Design uart_rx_os, sky130hd; sources not shown.
### Signal metal coverage by tile, run 1

18 x 9 tiles, from black (low) to pale yellow (high), scaled to the fullest tile. Values are wire area over tile area, all layers added.
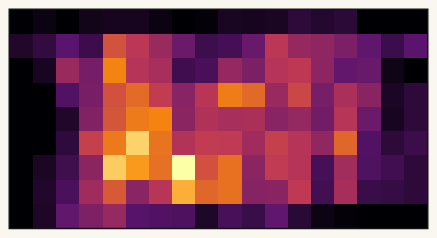
The densest ninth of the die: centre. The fullest tile reaches 0.43. 20% of the tiles are over half the peak. 14% of the tiles are nearly empty.
routed wire length: 3510 um
gr usage total: 18.5%
drt wl/cell: 14.9 um
via count: 1258

### Clock wires, drivers and flops, run 1

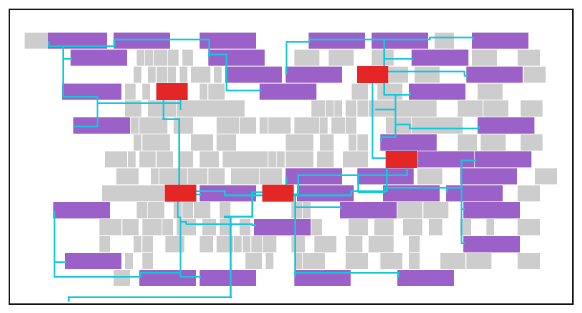
Cyan marks clock wires, length 482 um. Purple marks flip-flops, count 37. Red marks clock-net drivers, count 5.
Position of the flops: spread over the die. There are 6 routed clock nets.
Skew-Pair Late Insertion Delay: 0.29 ns
clk pwr: 0.630 mW
Clk pwr share: 34.5%

### Cell outlines without signal wires, run 1

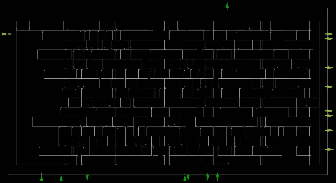
Seq area share: 41.9%
TAP cells: 51

==> Slide: Implementation Results, run 1 <==
Flow Results at a Glance

Yosys
  • Top post-synthesis cells by area: dfrtp_1 47%, mux2_2 10%, ha_1 3.4%, nand2_1 3.2%, dfstp_2 2.8%
  • Prevailing post-synth register cell: dfrtp_1
  • Max-area cell share: 47.2%
  • Synth Instances: 163
  • Synth Register Bits: 37
  • Cell variety after synth: 43

Setup path
  • CP Max Fanout: 6
  • Type of element capturing the critical path: register
  • Crit path kind: register to register
  • Critical Path RT: around 2.6 ns

Flow run
  • Max cap viols: 0
  • Tool Warnings: 28

Clock network
  • CTS root buffer: clkbuf_8
  • Post-CTS Setup Bufs: 0
  • CTS tree: built
  • Post-cts hold buffer count: 1

Outcome
  • Status: complete, no violations

Floorplan
  • Floorplan core density: roughly 53%
  • Die Height: 47.1 um

STA
  • Final worst path period share: 85.9%

Final layout
  • Area growth syn-to-layout: 19.2%
  • Ant diodes: 0
  • Non-Filler Instances: 235
  • Fill cells: 303

GRT
  • Total grt overflow: 0
  • Largest net degree at the start of global routing: 38

Placement
  • Placer Congestion: 0.782
  • Setup slack at placement: roughly 0.37 ns

Route
  • Vias/cell: 5.35

Pwr
  • P_leak: a little under 1 nW
-- run 1: stage by stage --
stage | instance area [um2] | util, %
2_1_floorplan | 1860 | -
3_3_place_gp | 2070 | 59.2
3_5_place_dp | 2070 | 59.2
4_1_cts | 2210 | 63.4
5_1_grt | 2210 | 63.4
6_report | 2210 | 63.4
-- run 1: layout by cell type, fill, tap and decap left out, types with 6 or more instances in the layout --
cell,n
dfrtp_1,35
mux2_2,17
nand2_1,16
clkdlybuf4s50_1,15
nor2_1,8
o21ai_0,8
nand3_1,6
-- run 1: report_power, final --
| part | total [mW] | internal, mW | switching, mW |
|---|---|---|---|
| Sequential | 0.754 | 0.671 | 0.0828 |
| Clock | 0.630 | 0.402 | 0.228 |
| Combinational | 0.442 | 0.190 | 0.253 |
-- run 1: cells by family (layout without fill, tap and decap cells) --
kind of cell | Yosys count | after routing | synth area share [%]
AOI/OAI and AO/OA | 22 | 22 | 9.50
xor gates and xnor gates | 8 | 8 | 4.51
adders and majority gates | 5 | 5 | 3.37
buffers and inverters | 13 | 34 | 3.17
DFF | 37 | 37 | 50.0
muxes | 20 | 20 | 12.0
and+or+nand+nor | 58 | 58 | 17.5
-- run 1: final cells by class --
| class | instances | area share [%] |
|---|---|---|
| sequential | 37 | 41.9 |
| timing repair buffer | 21 | 8.82 |
| multi-input combinational | 113 | 39.3 |
| tap | 51 | 2.88 |
| clock buffer | 5 | 3.11 |
| clock inverter | 3 | 3.11 |
| inverter | 5 | 0.848 |
-- run 1: layer usage --
metal  part of all wire [%]  global-route usage, %
met1                     50                   26.0
met2                     44                   29.2
met3                    5.0                   4.33
met4                   0.66                   6.46
met5                      0                      0
-- run 1: critical path: stages, from the launching register on --
cell      delay, ns
dfrtp_1        0.44
ha_1           0.21
ha_1           0.20
or3b_1         0.40
a211oi_4       0.33
mux2_1         0.35
## Run 2: what changed since run 1
- CORE_UTILIZATION: 50 -> 56
- PLACE_DENSITY: 0.71 -> 0.78
### Layout detail, run 2

Bar = 10 um. Window x 30 to 55, y 1 to 26 um. Cells in grey, sequential cells in the stronger grey; small squares are vias.
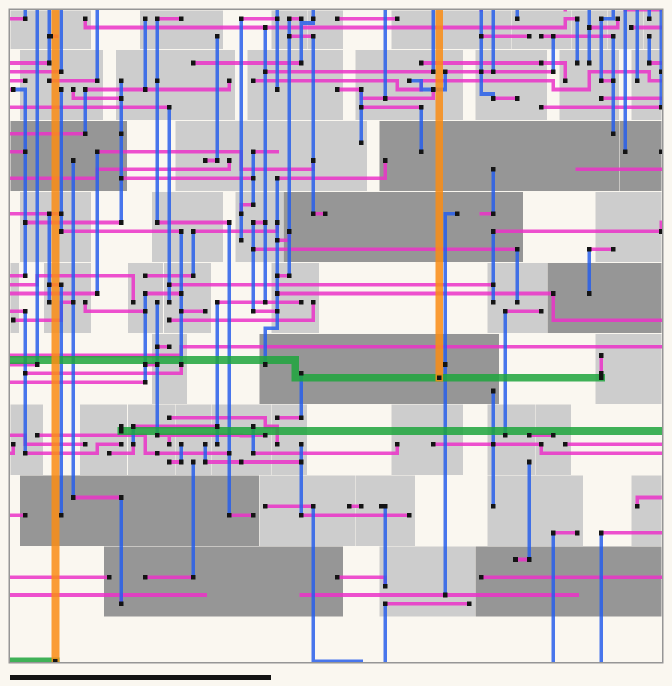
Green marks M3. Orange marks M4. Blue marks M2. Magenta marks M1.
Sequential cells in the window: 6. 46 logic cells have their middle in the window. Most frequent: dfrtp_1 (6), nand2_1 (5).

### Clock wires, drivers and flops, run 2

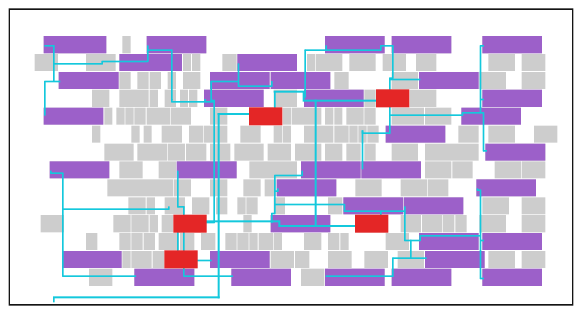
Cyan marks clock wires, length 467 um. Purple marks flip-flops, count 37. Red marks clock-net drivers, count 5.
Position of the flops: spread over the die. There are 6 routed clock nets.
Clk pwr share: 26.7%
clk pwr: 0.438 mW

### Cell outlines without signal wires, run 2

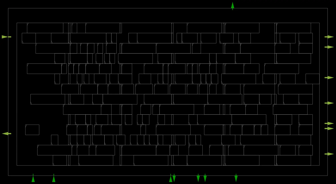
Util after Layout: 70.0%
Non-Filler Instances: 224
Rows: 14
Seq area share: 43.0%
Fill cells: 231

==> Slide: Implementation Results, run 2 <==
Flow Results at a Glance

Outcome
  • Status: complete, no violations

Route
  • Vias/cell: roughly 5.7
  • Routed wire length: 3180 um
  • Via count: between 1000 and 1500

Placement
  • Placer Congestion: around 0.8

Setup path
  • CP delay by family, top: flip-flops
  • Most used cell, CP: ha_1
  • Critical Path RT: roughly 2.6 ns
  • Critical path buffers and inverters: 0
  • Crit path kind: register to register

Yosys
  • Cell variety after synth: between 40 and 50
  • Synth Instances: roughly 160
  • Prevailing post-synth register cell: dfrtp_1
  • Fa+ha+maj area frac: under 10%
  • Area fraction in mux cells: between 10% and 20%
  • Top post-synthesis cells by area: dfrtp_1 47%, mux2_2 10%, ha_1 3.4%, nand2_1 3.2%, dfstp_2 2.8%
  • Synth Area in XOR/XNOR: under 10%

GRT
  • Gr usage total: 19.7%
  • Total grt overflow: 0
  • Largest net degree at the start of global routing: 38

Clock network
  • Post-CTS Setup Bufs: 0
  • CTS root buffer: clkbuf_8

Final layout
  • Area growth syn-to-layout: 16.2%
  • Most numerous logic cell after layout: dfrtp_1
  • Ant diodes: 0

Flow run
  • Tool Warnings: 28

Floorplan
  • Die Height: ~45 um

STA
  • Final worst path period share: 85.1%
[run 2: area by class of cell]
| type | instances | area (um2) | area share [%] |
|---|---|---|---|
| clock buffer | 6 | 82.6 | 3.83 |
| sequential | 37 | 928 | 43.0 |
| tap | 40 | 50.0 | 2.32 |
| timing repair buffer | 21 | 195 | 9.04 |
| inverter | 5 | 18.8 | 0.870 |
| clock inverter | 2 | 13.8 | 0.638 |
| multi-input combinational | 113 | 870 | 40.3 |
[run 2: cell families after synthesis]
logic type	Yosys count
AOI/OAI and AO/OA	22
xor gates and xnor gates	8
adders and majority gates	5
buffers and inverters	13
DFF	37
muxes	20
and+or+nand+nor	58
[run 2: layer usage]
layer	routed length, um	vias up	global-route usage, %
li1	-	624	-
met1	1610	617	27.9
met2	1380	21	28.7
met3	145	4	6.95
met4	46	0	6.98
met5	0	-	0
[run 2: where the power goes]
part	internal, mW	switching (mW)
combinational	0.191	0.260
sequential	0.671	0.0782
clock	0.223	0.214
[run 2: stage by stage]
| step | instance area [um2] | setup slack [ns] | instances | total power [mW] | utilization, % |
|---|---|---|---|---|---|
| 6_report | 2160 | 0.373 | 224 | 1.64 | 70.0 |
| 4_1_cts | 2160 | 0.369 | 224 | 1.65 | 70.0 |
| 5_1_grt | 2160 | 0.298 | 224 | 1.75 | 70.0 |
| 3_5_place_dp | 2050 | 0.379 | 215 | 1.21 | 66.6 |
| 2_1_floorplan | 1860 | 0.473 | 163 | 1.09 | - |
| 3_3_place_gp | 2050 | 0.432 | 215 | 1.19 | 66.6 |
[run 2: what timing repair did]
| item | in CTS | in global routing |
|---|---|---|
| gates resized | 0 | 0 |
| hold buffers | 1 | 0 |
| endpoints found under the hold margin | 35 | 0 |
No activity file was given, so power comes from the tool's default toggle rates.
